## src/rtl/countdown_timer.sv

```systemverilog
// Loadable down-counter with a one-cycle done pulse at expiry.
// Optional periodic mode selected with `define COUNTDOWN_AUTO_RELOAD_EN.
module countdown_timer #(
    parameter int WIDTH = 16
) (
    input  logic             clk,
    input  logic             reset,
    input  logic             start,
    input  logic [WIDTH-1:0] load_value,
    input  logic             enabled,
    input  logic             abort,
    output logic             busy,
    output logic             done,
    output logic [WIDTH-1:0] value
);

    typedef enum logic [1:0] {
        IDLE = 2'd0,
        RUN  = 2'd1,
        DONE = 2'd2
    } state_t;

    state_t           state_q, state_d;
    logic [WIDTH-1:0] value_q, value_d;
    logic [WIDTH-1:0] reload_q, reload_d;
    logic             busy_q, busy_d;
    logic             done_q, done_d;
    logic             wrap;

    always_comb begin
        state_d  = state_q;
        value_d  = value_q;
        reload_d = reload_q;
        wrap     = 1'b0;
        case (state_q)
            IDLE, DONE: begin
                // DONE always falls back to IDLE unless a new delay is accepted.
                if (state_q == DONE) begin
                    state_d = IDLE;
                    value_d = '0;
                end
                if (!abort && start) begin
                    if (load_value != '0) begin
                        state_d  = RUN;
                        value_d  = load_value;
                        reload_d = load_value;
                    end else begin
                        state_d = DONE;
                        value_d = '0;
                    end
                end
            end
            RUN: begin
                if (abort) begin
                    state_d = IDLE;
                    value_d = '0;
                end else if (enabled) begin
                    if (value_q == WIDTH'(1)) begin
`ifdef COUNTDOWN_AUTO_RELOAD_EN
                        value_d = reload_q;
                        wrap    = 1'b1;
`else
                        value_d = '0;
                        state_d = DONE;
`endif
                    end else if (value_q != '0) begin
                        value_d = value_q - WIDTH'(1);
                    end
                end
            end
            default: begin
                state_d = IDLE;
                value_d = '0;
            end
        endcase
        busy_d = (state_d == RUN);
        done_d = (state_d == DONE) || wrap;
    end

    always_ff @(posedge clk) begin
        if (reset) begin
            state_q  <= IDLE;
            value_q  <= '0;
            reload_q <= '0;
            busy_q   <= 1'b0;
            done_q   <= 1'b0;
        end else begin
            state_q  <= state_d;
            value_q  <= value_d;
            reload_q <= reload_d;
            busy_q   <= busy_d;
            done_q   <= done_d;
        end
    end

    assign busy  = busy_q;
    assign done  = done_q;
    assign value = value_q;

endmodule

```

## config.mk

```make
export PLATFORM = sky130hd
export DESIGN_NAME = countdown_timer
export DESIGN_NICKNAME = d
export VERILOG_FILES = /design/src/rtl/countdown_timer.sv
export SDC_FILE = /design/constraint.sdc
export NUM_CORES = 1
export LEC_CHECK = 0
export CORE_MARGIN = 5
export CORE_UTILIZATION = 50
export CTS_CLUSTER_DIAMETER = 100
export DETAILED_ROUTE_END_ITERATION = 16
export PLACE_DENSITY = 0.91
export SLEW_MARGIN = 20
export SYNTH_ARGS = -nofsm -noshare
export SYNTH_HDL_FRONTEND = slang
export SYNTH_SLANG_ARGS = --single-unit
```

## constraint.sdc

```tcl
create_clock -name clk -period 3.9 [get_ports clk]
set_clock_uncertainty 0.1 [all_clocks]
set_input_delay 0.39 -clock clk [delete_from_list [all_inputs] [get_ports clk]]
set_output_delay 0.39 -clock clk [all_outputs]
set_load 0.005 [all_outputs]
```

Figure 1. Signal wires on met1.
The bar under the picture is 20 um long. Supply wires on this layer in grey.
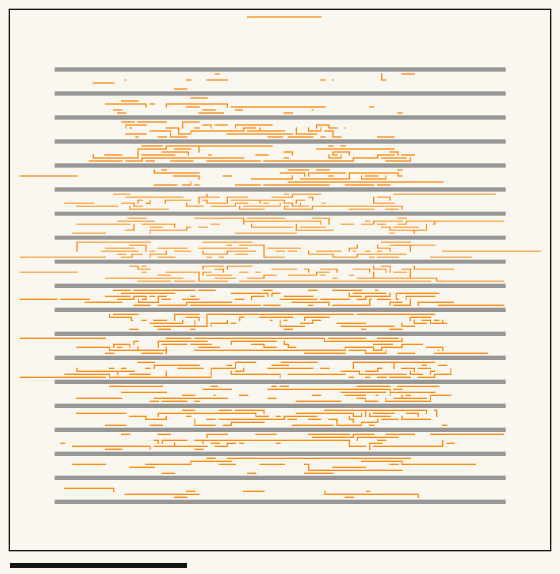
nets with wire on the layer	191
share of all routed wire	40%
longest straight run	21.6 um
wire length on this layer	1640 um
main direction	horizontal

==> results.cfg <==
; physical design summary
[critical_path]
end_kind = flop
max_stage_delay_ns = 0.51
required_ns = 4.04
crit_family = simple AND/OR/NAND/NOR gates
worst-path-buf-inv = 1
crit_chain = inv_1, ha_1, or4b_1, or4_1, o22ai_2, a22oi_1, o21ai_0
cp-start-kind = flop
crit_slowest_cell = or4b_1
path_class = flop to flop
crit_arrival_ns = 2.70
critical_path.max_fanout = 8

[layout]
fillers = 214
nets = 216
diodes = 0
final_cell_mix = 38 x clkdlybuf4s50_1, 20 x dfxtp_1, 19 x nor2_1, 8 x nor4_1
drive_above_1_share = 0.08377
syn_to_final_growth_pct = 31.67
lay_top_count = clkdlybuf4s50_1

[yosys]
synthesis.area_mm2 = 0.001308
ys_ff = 20
synthFlopType = dfxtp_1
ys_cells = 155
yosys_area_mm2 = 0.001308
edf_count = 0
yosysWarnings = 0
syn_avg_cell_area_um2 = 8.436
async_reset_ff_frac = 0
synthCells = 155
ys_seq_share = 0.3062
ys_top_cells_by_area = dfxtp_1 31%, nor2_1 5.5%, a221o_1 3.8%
synth_nets = 178
yosys.area.top_type = dfxtp_1
yosysTopAreaCellShare = 0.3062
ys_types = 52

[worst_hold_path]
hold_path.class = flop to flop

[sta]
worstMarginPinSlew_ns = 0.7739
slew_violations = 0
fin_tns_setup_ns = 0
grt_setup_unrepaired = false
hold_viol = 0
maxSlewHeadroom = 0.4797
max_freq_mhz = 391.6
min_period_over_period = 0.6548
post-route-min-period_ns = 2.554
finalSetupViolCount = 0

[placement]
io_buffers = 38
gp_congestion = 0.9440
dp_hpwl_um = 3110

[outcome]
status = completed

[clock_tree]
htree_levels = 1
clkLatencyLatePin_ns = 0.31
clockBufferDepth = 2
postCtsHoldBufs = 0
post_cts_buffers = 0
cts_resized = 0
clkTransAtPathRegs_ns = 0.11
clockRootBuffer = clkbuf_4
cts_sinks = 20
numCtsBuffers = 3
cts_tree = built

[die]
dieArea_mm2 = 0.003737
die_h_um = 61.14
num_rows = 18
io_pins = 39
fp_util = 0.5230
die_w_um = 61.14
core-area_mm2 = 0.002500

[detailed_routing]
ant_nets = 0
vias_per_cell = 6.692
vias = 1479
drtPass1Iterations = 5
wire_per_inst_um = 18.49
drc = 0
drt_iter0_drc = 104

[power_and_ir_drop]
finalPower_w = 0.0005228
p_clk_frac = 0.199
pwr-share-comb = 0.364
intPower_w = 0.0003389
p_per_area_mw_per_mm2 = 303.7
power_frac_seq = 0.438
switching_power_w = 0.0001839
power.leakage_nw = 0.5961
max-vdd-ir-drop_mv = 0.2183
switching_share = 0.3518

[flow_run]
tool_warnings = 27
maxCapViolCount = 0

[grt]
grt_util_all_layers = 0.2442
grt_pass1_wl_um = 6962
grt_pass1_vias = 1532
grt.overflow.total = 0
grt_max_degree = 18
antenna_found_initial = 0
Figure 2. Metal 2.
The bar under the picture is 20 um long.
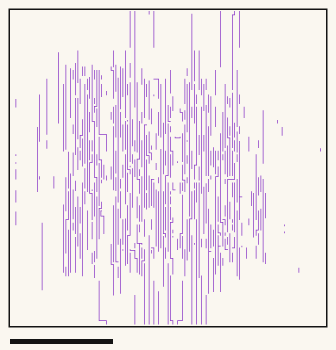
wire length on this layer	2010 um
main direction	vertical
met2 Use GR: 0.4079
WL final: 4087 um

power by group through the flow:
stage / Combinational [W] / Sequential (W) / Clock (W)
2_1_floorplan: 0.000118 / 0.000231 / 0
3_3_place_gp: 0.000181 / 0.000232 / 0
3_5_place_dp: 0.000186 / 0.000233 / 0
4_1_cts: 0.000187 / 0.000229 / 0.000104
5_1_grt: 0.000208 / 0.000231 / 0.000118
6_report: 0.000190 / 0.000229 / 0.000104
metrics by stage:
| step | hold slack (ns) | utilization | cells | area, um^2 | setup slack [ns] |
|---|---|---|---|---|---|
| 2_1_floorplan | 0.3989 | - | 155 | 1308 | 1.731 |
| 3_3_place_gp | 0.4081 | 0.6797 | 218 | 1699 | 1.224 |
| 3_5_place_dp | 0.4233 | 0.6797 | 218 | 1699 | 1.182 |
| 4_1_cts | 0.4428 | 0.6887 | 221 | 1722 | 1.388 |
| 5_1_grt | 0.4509 | 0.6887 | 221 | 1722 | 1.206 |
| 6_report | 0.4371 | 0.6887 | 221 | 1722 | 1.346 |
layer usage:
metal  track usage  share of wire
met2        0.4079           0.49
met4       0.09907          0.011
met5             0              0
met3       0.05451          0.094
met1        0.3025           0.40
synthesized netlist by cell type, drive strengths merged (3+ instances only):
cell,number
xnor2,3
a21oi,6
nand2b,3
clkbuf,4
o22ai,6
or4,3
a221o,6
nand2,3
o21ai,6
nand4,3
a211oi,3
o2bb2ai,3
nand3,6
or3,3
o31ai,4
nor4,8
nor2,19
inv,7
nor3,9
a22oi,3
dfxtp,20
cell families after synthesis:
kind of cell | share of synthesized area
xor+xnor | 0.02010
buf+inv | 0.04019
fa+ha+maj | 0.01914
compound gates | 0.3062
flops | 0.3062
simple gates | 0.3081
area by class of cell:
class,count,area [um^2],area share
clock buffer,3,22.52,0.01308
timing repair buffer,38,380.4,0.2209
sequential,20,400.4,0.2326
tap,30,37.54,0.02180
inverter,7,26.28,0.01526
multi-input combinational,123,854.6,0.4964
worst paths after layout:
path,cells past startpoint,from,to,slack [ns]
worst max-delay path,7,value[0],value[15],1.35
worst min-delay path,1,value[7],value[7],0.44
worst max register to register,7,value[0],value[15],1.35
worst min register to register,1,value[7],value[7],0.44
flip-flops by register name, summed over array words and instances, names as in the netlist:
name	count
value	16
busy	1
state_q	2
done	1
Power figures rest on the tool's default switching activity, not on a simulated workload.
